$ cat config.mk
export PLATFORM = sky130hd
export DESIGN_NAME = otter_muldiv
export DESIGN_NICKNAME = d
export VERILOG_FILES = /design/src/rtl/otter_muldiv.sv
export SDC_FILE = /design/constraint.sdc
export NUM_CORES = 1
export LEC_CHECK = 0
export ABC_AREA = 1
export CORE_MARGIN = 5
export CORE_UTILIZATION = 35
export DETAILED_ROUTE_END_ITERATION = 10
export GPL_TIMING_DRIVEN = 0
export PLACE_DENSITY = 0.53
export SYNTH_ARGS = -nofsm -noshare
export SYNTH_HDL_FRONTEND = slang
export SYNTH_SLANG_ARGS = --single-unit
$ cat constraint.sdc
create_clock -name CLK -period 2.1 [get_ports CLK]
set_input_delay 0.21 -clock CLK [delete_from_list [all_inputs] [get_ports CLK]]
set_output_delay 0.21 -clock CLK [all_outputs]
set_load 0.01 [all_outputs]
$ cat src/rtl/otter_muldiv.sv
// Iterative RV32M multiply/divide unit for the OTTER EX stage.
// Fixed latency of DATAWIDTH/UNROLL + 2 cycles from accepted start to done.
module otter_muldiv #(
    parameter int DATAWIDTH = 32,
    parameter int UNROLL    = 1
) (
    input  logic                 CLK,
    input  logic                 RESET,
    input  logic                 start,
    input  logic [2:0]           func3,
    input  logic [DATAWIDTH-1:0] srcA,
    input  logic [DATAWIDTH-1:0] srcB,
    input  logic                 flush,
    output logic                 busy,
    output logic                 done,
    output logic [DATAWIDTH-1:0] result
);

    localparam int W  = DATAWIDTH;
    localparam int N  = W / UNROLL;
    localparam int CW = $clog2(N + 1);

    typedef enum logic [1:0] {
        S_IDLE,
        S_CALC,
        S_FIX,
        S_DONE
    } state_t;

    state_t           r_state;
    logic [CW-1:0]    r_cnt;
    logic [2:0]       r_op;
    logic [W-1:0]     r_mcand;
    logic [W-1:0]     r_dvsr;
    logic [2*W-1:0]   r_prod;
    logic [W-1:0]     r_rem;
    logic [W-1:0]     r_quo;
    logic             r_negp;
    logic             r_negq;
    logic             r_negr;
    logic             r_dz;
    logic             r_busy;
    logic             r_done;
    logic [W-1:0]     r_result;

    logic             w_is_div;
    logic             w_sa;
    logic             w_sb;
    logic             w_na;
    logic             w_nb;
    logic [W-1:0]     w_abs_a;
    logic [W-1:0]     w_abs_b;

    assign busy   = r_busy;
    assign done   = r_done;
    assign result = r_result;

    // Operand signedness: MUL only needs the low half, so it runs unsigned.
    assign w_is_div = func3[2];
    assign w_sa     = w_is_div ? ~func3[0]
                               : (func3[1:0] == 2'b01) || (func3[1:0] == 2'b10);
    assign w_sb     = w_is_div ? ~func3[0] : (func3[1:0] == 2'b01);
    assign w_na     = w_sa & srcA[W-1];
    assign w_nb     = w_sb & srcB[W-1];
    assign w_abs_a  = w_na ? -srcA : srcA;
    assign w_abs_b  = w_nb ? -srcB : srcB;

    logic [2*W-1:0]   w_prod_n;
    logic [W-1:0]     w_rem_n;
    logic [W-1:0]     w_quo_n;
    logic [W:0]       w_hsum;
    logic [W:0]       w_shift;

    // UNROLL shift-add and restoring-divide steps per CALC cycle.
    always_comb begin
        w_prod_n = r_prod;
        w_rem_n  = r_rem;
        w_quo_n  = r_quo;
        w_hsum   = '0;
        w_shift  = '0;
        for (int i = 0; i < UNROLL; i++) begin
            w_hsum   = {1'b0, w_prod_n[2*W-1:W]}
                     + (w_prod_n[0] ? {1'b0, r_mcand} : {(W+1){1'b0}});
            w_prod_n = {w_hsum, w_prod_n[W-1:1]};
            w_shift  = {w_rem_n, w_quo_n[W-1]};
            if (w_shift >= {1'b0, r_dvsr}) begin
                w_rem_n = w_shift[W-1:0] - r_dvsr;
                w_quo_n = {w_quo_n[W-2:0], 1'b1};
            end else begin
                w_rem_n = w_shift[W-1:0];
                w_quo_n = {w_quo_n[W-2:0], 1'b0};
            end
        end
    end

    logic [2*W-1:0]   w_pfull;
    logic [W-1:0]     w_qfix;
    logic [W-1:0]     w_rfix;
    logic [W-1:0]     w_fix;

    assign w_pfull = r_negp ? -r_prod : r_prod;
    assign w_qfix  = r_dz ? {W{1'b1}} : (r_negq ? -r_quo : r_quo);
    assign w_rfix  = r_negr ? -r_rem : r_rem;

    always_comb begin
        w_fix = w_rfix;
        case (r_op)
            3'b000:                 w_fix = w_pfull[W-1:0];
            3'b001, 3'b010, 3'b011: w_fix = w_pfull[2*W-1:W];
            3'b100, 3'b101:         w_fix = w_qfix;
            default:                w_fix = w_rfix;
        endcase
    end

    always_ff @(posedge CLK) begin
        if (!RESET) begin
            r_state  <= S_IDLE;
            r_cnt    <= '0;
            r_op     <= '0;
            r_mcand  <= '0;
            r_dvsr   <= '0;
            r_prod   <= '0;
            r_rem    <= '0;
            r_quo    <= '0;
            r_negp   <= 1'b0;
            r_negq   <= 1'b0;
            r_negr   <= 1'b0;
            r_dz     <= 1'b0;
            r_busy   <= 1'b0;
            r_done   <= 1'b0;
            r_result <= '0;
        end else if (flush) begin
            r_state <= S_IDLE;
            r_busy  <= 1'b0;
            r_done  <= 1'b0;
        end else begin
            unique case (r_state)
                S_IDLE, S_DONE: begin
                    r_done <= 1'b0;
                    if (start) begin
                        r_op    <= func3;
                        r_mcand <= w_abs_a;
                        r_dvsr  <= w_abs_b;
                        r_prod  <= {{W{1'b0}}, w_abs_b};
                        r_quo   <= w_abs_a;
                        r_rem   <= '0;
                        r_negp  <= w_na ^ w_nb;
                        r_negq  <= w_na ^ w_nb;
                        r_negr  <= w_na;
                        r_dz    <= (srcB == '0);
                        r_cnt   <= '0;
                        r_state <= S_CALC;
                        r_busy  <= 1'b1;
                    end else begin
                        r_state <= S_IDLE;
                        r_busy  <= 1'b0;
                    end
                end
                S_CALC: begin
                    r_prod <= w_prod_n;
                    r_rem  <= w_rem_n;
                    r_quo  <= w_quo_n;
                    r_cnt  <= r_cnt + CW'(1);
                    if (r_cnt == CW'(N - 1)) begin
                        r_state <= S_FIX;
                    end
                end
                S_FIX: begin
                    r_result <= w_fix;
                    r_state  <= S_DONE;
                    r_busy   <= 1'b0;
                    r_done   <= 1'b1;
                end
                default: begin
                    r_state <= S_IDLE;
                    r_busy  <= 1'b0;
                    r_done  <= 1'b0;
                end
            endcase
        end
    end

endmodule

Fig. 1: layout detail
Window x 107 to 147, y 107 to 147 µm. Cells in grey, sequential cells in the stronger grey; small squares are vias.
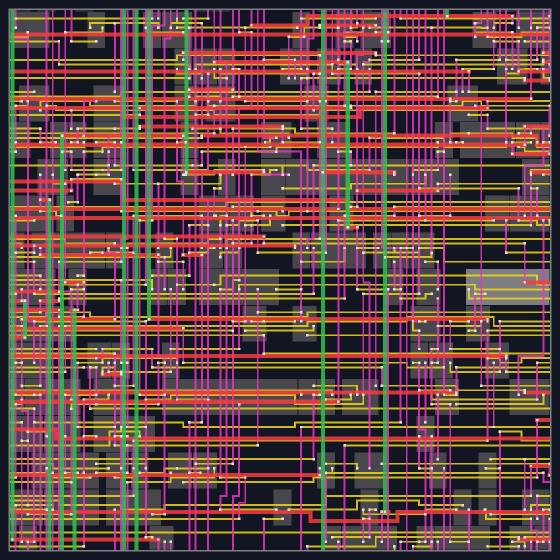
legend:
  red:
    layer: metal 3
  magenta:
    layer: metal 2
  green:
    layer: metal 4
  yellow:
    layer: metal 1
most frequent: nand2_1 (24), nand3_1 (13), nor2_1 (12)
sequential cells in the window: 1
netlist names of flops here include: `result` (1)
cells with their middle in the window: 119

Fig. 2: met2 routing
Drawn at 1.5 px/µm.
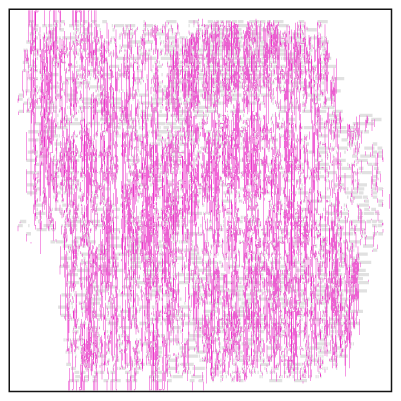
wire length on this layer: 42.5 mm
main direction: vertical
share of all routed wire: 42%
nets with wire on the layer: 3296
Vias: 25977
met2 Use GR: 43.55%

Fig. 3: placed standard cells
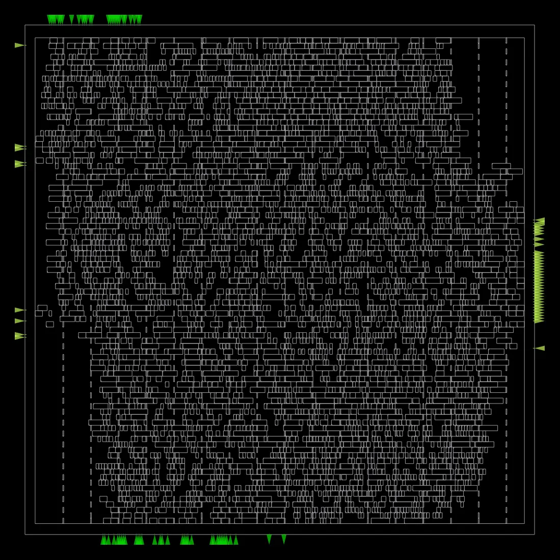
Final Util: 49.38%
fillcell total: 6170
Non-Filler Instances: 4762

==> deck_impl_summary.md <==
Run Summary

Setup path
  – CP arrival: 2.70 ns
  – Worst Path Max Fanout: 5
  – Startpoint Class: register
  – Kind of critical path: register to register
  – Critical path endpoint category: register

Pwr
  – P_seq: 0.00506 W
  – Reg power frac: between 30% and 40%
  – Switching power of the nets: roughly 0.0060 W
  – Clock share of power: between 30% and 40%
  – Pint: between 0.009 and 0.01 W
  – P_clk: a little under 0.005 W
  – Power per cell area: 532.6 nW/µm²
  – Top pwr grp: combinational cells

Hold path
  – Min-Delay Path Class: input port to register

Routing
  – Uppermost layer routed: met5
  – First-pass DRT Iterations: 6
  – Vias per cell: around 5.5
  – Routed wl met3: 8934 µm
  – WL/cell: 21.10 µm
  – Post-route DRC violation count: 0
  – Met2 WL: 42520 µm
  – M1 WL: roughly 45000 µm
  – DRT antenna net count: 0

Place
  – Inst Count DP: 4574
  – DP Area: between 20000 and 25000 µm²
  – GP Congestion: approximately 1.1
  – Post-Place Worst Slack: -1.338 ns
  – Port buffer count: ~100

Final timing
  – Unrepaired setup endpoints after global routing: yes
  – Tcrit/Tclk final: 107.2%
  – Setup Viol. Count Final: 69
  – Worst Skew: between 0.02 and 0.025 ns
  – Final WS setup: -0.1516 ns
  – Hold Vio Cnt, Final: 0
  – FMAX: 444.1 MHz
  – Slew HR: roughly 34%

Synthesis
  – Synth warnings: 0
  – Cell Type Count: between 40 and 50
  – Ys async rst share: 0%
  – Post-synth seq share: between 20% and 30%
  – Yosys Instances: roughly 3700
  – Dominant register cell: dfxtp_1
  – Yosys chip area: approximately 21000 µm²
  – Post-synth EDFFs: 0
  – Syn Std Cell Area: 20820 µm²
  – Post-Syn Instances: ~3700
  – Synth Register Bits: between 200 and 250

Run status
  – Failing checks: setup timing
  – Status: finished with violations

Floorplan
  – Row count: about 89
  – Die Area: approximately 64000 µm²
  – Core ar.: roughly 59000 µm²
  – Initial Util: between 30% and 40%

Global route
  – GRT Util Overall: between 20 and 30%
  – Largest net degree at the start of global routing: 14
  – Overflow after GRT: 0
  – First-pass GRT wire length: between 100000 and 150000 µm
  – Antenna violations before repair: 1

Final layout
  – Area grow syn2layout: 39.98%
  – Final nets: approximately 4100
  – Share of layout cells above drive strength 1: roughly 26%

Clocking
  – Clk ins delay skew pair: slightly below 0.6 ns
  – TritonCTS clock tree: done
  – Htree depth: 1
  – Hold-fix buffers at CTS: 0
  – Clk root buf: clkbuf_16
  – Clock buffer depth: 3
  – Worst-path clk slew: 0.06 ns

Job
  – Tool warnings: 31
  – Maxcap violations: 0
-- per-layer routing --
metal,up-vias,GRT usage [%]
li1,12556,-
met1,12116,44.08
met2,1135,43.55
met3,168,3.459
met4,2,8.500
met5,-,0
-- critical path: stages (launching register included) --
cell     delay (ns)
dfxtp_2        0.33
buf_6          0.12
buf_8          0.12
inv_8          0.06
ha_4           0.16
nand2_8        0.07
nor2_4         0.27
nand3_4        0.13
nor2_4         0.20
nand2_2        0.10
nand2_4        0.09
nand2_2        0.06
nand3_2        0.06
nand4_1        0.18
nand2_1        0.14
inv_1          0.04
-- cell usage in the layout (no fill, tap or decap), drive strengths merged, types with 11 or more instances in the layout --
cell / n
inv: 490
clkdlybuf4s50: 103
buf: 177
nand4: 60
or2: 11
clkbuf: 124
o21ai: 230
a22oi: 63
a21oi: 312
nand2: 1024
xor2: 48
nand3b: 21
dfxtp: 240
nand3: 358
nor2: 517
xnor2: 16
nor3: 38
ha: 75
-- what timing repair did --
action | in CTS | in global routing
endpoints found under the setup margin | 236 | 221
buffers inserted | 73 | 63
cloned | 11 | 1
pin swaps | 92 | 204
gates resized | 526 | 649
-- layout make-up --
cell class	instances	area [µm²]
Multi-Input combinational cell	2836	17200
Fill cell	6170	29880
Clock buffer	39	793.3
Timing Repair Buffer	249	2397
Inverter	498	1939
Sequential cell	240	4895
Buffer	119	857.1
Clock inverter	8	98.84
Tap cell	773	967.2
-- sequential cells by signal, indices dropped and copies added (netlist names) --
name	count
busy	1
done	1
r_cnt	6
r_dvsr	32
r_dz	1
r_mcand	32
r_negq	1
r_negr	1
r_op	3
r_prod	64
r_quo	32
r_rem	32
r_state	2
result	32
-- through the flow --
stage	TNS (ns)	util, %	hold WS [ns]	power, W
floorplan	0	-	0.3377	0.007706
global placement	-211.57	38.69	0.4778	0.009325
detailed placement	-211.83	38.69	0.4875	0.009320
CTS	-2.415	44.92	0.2539	0.01486
global route	-11.22	49.38	0.04956	0.01618
finish	-4.412	49.38	0.04018	0.01552
-- cells by family after synthesis --
logic type | count (synthesis) | share of synthesized area [%]
fa+ha+maj | 77 | 4.700
xor+xnor | 64 | 2.692
simple gates | 2041 | 41.08
buf+inv | 623 | 11.45
compound gates | 652 | 17.00
flops | 240 | 23.08
-- worst paths after layout --
kind         startpoint  cells after the start  slack [ns]         to
max           r_prod[0]                     15       -0.15  result[6]
min            func3[0]                      3        0.04    r_op[0]
max reg2reg   r_prod[0]                     15       -0.15  result[6]
min reg2reg    r_cnt[1]                      2        0.50   r_cnt[1]
-- synth_stat cells (all sizes together), types with 7 or more instances --
cell | n | area share (%)
a21oi | 312 | 7.5
nand3b | 21 | 0.76
ha | 75 | 4.5
nor3 | 38 | 1.0
o21ai | 230 | 5.6
nand3 | 358 | 8.6
o211ai | 10 | 0.36
o21bai | 10 | 0.36
nand4 | 60 | 1.8
or2 | 11 | 0.33
dfxtp | 240 | 23
clkinv | 7 | 0.13
nand2 | 1023 | 19
a31oi | 8 | 0.24
clkbuf | 92 | 1.7
a22oi | 63 | 2.3
buf | 33 | 0.82
inv | 491 | 8.9
xor2 | 48 | 2.0
nor2 | 516 | 9.6
xnor2 | 16 | 0.67
Power and IR drop assume default switching activity.
